`src/rtl/pico_sample_feeder.sv`:
```
// Fetches 32-bit flash words and plays them as low/high 16-bit samples, one per sample_tick.
// Optional per-sample PicoBlaze handshake is enabled by macro PICO_HANDSHAKE_EN.
module pico_sample_feeder #(
  parameter int ADDR_W = 23
) (
  input  logic              clk,
  input  logic              reset_n,
  input  logic              play_en,
  input  logic [ADDR_W-1:0] addr_start,
  input  logic [ADDR_W-1:0] addr_end,
  input  logic              sample_tick,
  output logic              flash_read,
  output logic [ADDR_W-1:0] flash_address,
  input  logic              flash_waitrequest,
  input  logic              flash_readdatavalid,
  input  logic [31:0]       flash_readdata,
  output logic [15:0]       audio_out,
  output logic              audio_valid,
  output logic [7:0]        pico_sample,
  output logic              start_pico,
  output logic              address_ready_for_pico,
  input  logic              pico_done,
  output logic              playing,
  output logic              done,
  output logic              overrun
);

`ifdef PICO_HANDSHAKE_EN
  localparam logic HS_EN = 1'b1;
`else
  localparam logic HS_EN = 1'b0;
`endif

  typedef enum logic [2:0] {IDLE, REQ, WAIT_DATA, TICK_LO, TICK_HI, PICO_WAIT} state_t;

  state_t              state_q, state_d;
  logic                hi_q, hi_d;
  logic                abort_q, abort_d;
  logic [ADDR_W-1:0]   addr_q, addr_d;
  logic [31:0]         word_q, word_d;
  logic                pending_q, pending_d;
  logic [15:0]         audio_q, audio_d;
  logic                valid_q, valid_d;
  logic [7:0]          pico_q, pico_d;
  logic                ready_q, ready_d;
  logic                done_q, done_d;
  logic                overrun_q, overrun_d;
  logic                consume, fire_done;
  logic [15:0]         half;

  always_ff @(posedge clk or negedge reset_n) begin
    if (!reset_n) begin
      state_q   <= IDLE;
      hi_q      <= 1'b0;
      abort_q   <= 1'b0;
      addr_q    <= '0;
      word_q    <= '0;
      pending_q <= 1'b0;
      audio_q   <= '0;
      valid_q   <= 1'b0;
      pico_q    <= '0;
      ready_q   <= 1'b0;
      done_q    <= 1'b0;
      overrun_q <= 1'b0;
    end else begin
      state_q   <= state_d;
      hi_q      <= hi_d;
      abort_q   <= abort_d;
      addr_q    <= addr_d;
      word_q    <= word_d;
      pending_q <= pending_d;
      audio_q   <= audio_d;
      valid_q   <= valid_d;
      pico_q    <= pico_d;
      ready_q   <= ready_d;
      done_q    <= done_d;
      overrun_q <= overrun_d;
    end
  end

  always_comb begin
    state_d   = state_q;
    hi_d      = hi_q;
    abort_d   = abort_q;
    addr_d    = addr_q;
    word_d    = word_q;
    consume   = 1'b0;
    fire_done = 1'b0;
    case (state_q)
      IDLE: begin
        abort_d = 1'b0;
        if (play_en) begin
          addr_d  = addr_start;
          state_d = REQ;
        end
      end
      REQ: begin
        // A read already on the bus must be accepted before an abort can land.
        if (!play_en) abort_d = 1'b1;
        if (!flash_waitrequest) state_d = WAIT_DATA;
      end
      WAIT_DATA: begin
        if (!play_en) abort_d = 1'b1;
        if (flash_readdatavalid) begin
          if (abort_q || !play_en) begin
            state_d = IDLE;
          end else begin
            word_d  = flash_readdata;
            hi_d    = 1'b0;
            state_d = TICK_LO;
          end
        end
      end
      TICK_LO, TICK_HI: begin
        if (!play_en) begin
          state_d = IDLE;
        end else if (pending_q || sample_tick) begin
          consume = 1'b1;
          hi_d    = (state_q == TICK_HI);
          if (HS_EN) begin
            state_d = PICO_WAIT;
          end else if (state_q == TICK_LO) begin
            state_d = TICK_HI;
          end else if (addr_q == addr_end) begin
            fire_done = 1'b1;
            state_d   = IDLE;
          end else begin
            addr_d  = addr_q + ADDR_W'(1);
            state_d = REQ;
          end
        end
      end
      PICO_WAIT: begin
        if (!play_en) begin
          state_d = IDLE;
        end else if (pico_done) begin
          if (!hi_q) begin
            state_d = TICK_HI;
          end else if (addr_q == addr_end) begin
            fire_done = 1'b1;
            state_d   = IDLE;
          end else begin
            addr_d  = addr_q + ADDR_W'(1);
            state_d = REQ;
          end
        end
      end
      default: state_d = IDLE;
    endcase
  end

  assign half = (state_q == TICK_HI) ? word_q[31:16] : word_q[15:0];

  always_comb begin
    audio_d   = consume ? half : audio_q;
    valid_d   = consume;
    pico_d    = (consume && HS_EN) ? half[15:8] : pico_q;
    done_d    = fire_done;
    ready_d   = ready_q;
    if (consume) begin
      ready_d = HS_EN;
    end else if (state_q == IDLE || (state_q == PICO_WAIT && (!play_en || pico_done))) begin
      ready_d = 1'b0;
    end
    // Ticks only count while a playback is active; stale idle ticks are dropped.
    if (state_q == IDLE) begin
      pending_d = 1'b0;
    end else if (consume) begin
      pending_d = pending_q & sample_tick;
    end else begin
      pending_d = pending_q | sample_tick;
    end
    overrun_d = overrun_q;
    if (state_q == IDLE) begin
      if (play_en) overrun_d = 1'b0;
    end else if (sample_tick && pending_q && !consume) begin
      overrun_d = 1'b1;
    end
  end

  assign flash_read             = (state_q == REQ);
  assign flash_address          = addr_q;
  assign audio_out              = audio_q;
  assign audio_valid            = valid_q;
  assign pico_sample            = pico_q;
  assign start_pico             = HS_EN && (state_q != IDLE);
  assign address_ready_for_pico = ready_q;
  assign playing                = (state_q != IDLE);
  assign done                   = done_q;
  assign overrun                = overrun_q;

endmodule
```
`config.mk`:
```
export PLATFORM = sky130hd
export DESIGN_NAME = pico_sample_feeder
export DESIGN_NICKNAME = d
export VERILOG_FILES = /design/src/rtl/pico_sample_feeder.sv
export SDC_FILE = /design/constraint.sdc
export NUM_CORES = 1
export LEC_CHECK = 0
export CORE_ASPECT_RATIO = 1.25
export CORE_UTILIZATION = 42
export CTS_CLUSTER_DIAMETER = 40
export DETAILED_ROUTE_END_ITERATION = 16
export GPL_ROUTABILITY_DRIVEN = 0
export PLACE_DENSITY = 0.76
export SLEW_MARGIN = 20
export SYNTH_ARGS = -nofsm -noshare
export SYNTH_HDL_FRONTEND = slang
export SYNTH_SLANG_ARGS = --single-unit
```
`constraint.sdc`:
```
create_clock -name clk -period 1.95 [get_ports clk]
set_input_delay 0.195 -clock clk [delete_from_list [all_inputs] [get_ports clk]]
set_output_delay 0.195 -clock clk [all_outputs]
set_load 0.03 [all_outputs]
```
### PDN straps and rails

Bar = 20 um. Pins as bars on the die edge.
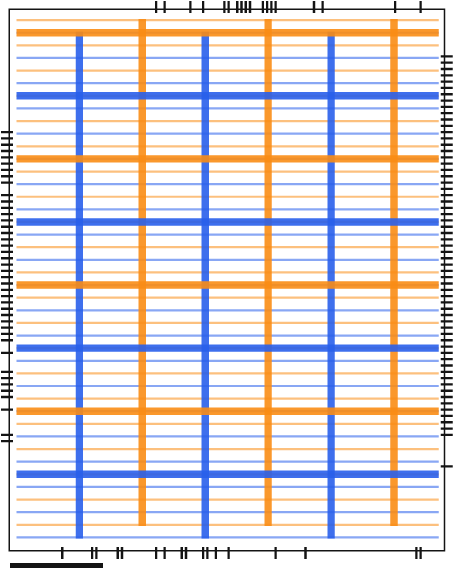
- blue: VSS
- orange: VDD
- met1 rails: 42
- met5 straps: 8
- met4 straps: 6
- signal pins: 139
- rows: 41

### Cell classes on the final placement

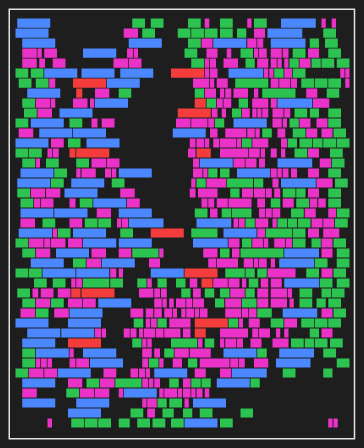
- red: clock drivers and dummy loads (cells 16; share of their area 4.2%)
- green: other buffers and delay cells (cells 204; share of their area 30%)
- blue: flops (cells 80; share of their area 30%)
- magenta: combinational and other logic (cells 330; share of their area 36%)
num rows: 41
core area: 10200 um2
Finished Core Util: 67.9%

==> results.sh <==
# physical design summary
export IMPL_outcome="finished with violations"
export IMPL_violations="setup timing"
export IMPL_sh_comb_area_pct=34.6
export IMPL_ys_types=64
export IMPL_clkTransAtPathRegs_ps=70
export IMPL_setup_violations=24
export IMPL_grt_pass1_vias=4344
export IMPL_via_per_inst=5.65
export IMPL_ys_sh_aoi_pct=16.1
export IMPL_critPathTopFamily="simple AND/OR/NAND/NOR gates"
export IMPL_most_common_cell="dfrtp_1"
export IMPL_grt_pass1_wl_um=21000
export IMPL_ctsHtreeMaxLevel=3
export IMPL_cts_buffers=9
export IMPL_grt_max_degree=47
export IMPL_tns_ps=-3340
export IMPL_io_buffers=128
export IMPL_finalWorstSetupSlack_ps=-235
export IMPL_root_buffer="clkbuf_16"
export IMPL_syn_avg_cell_area_um2=10.0
export IMPL_antenna_cells=0
export IMPL_ys_ff=80
export IMPL_worstSkewPairLatency_ps=330
export IMPL_p_int_uw=6420
export IMPL_slowest_stage="dfrtp_1"
export IMPL_top_logic_kind="AND-OR/OR-AND gates"
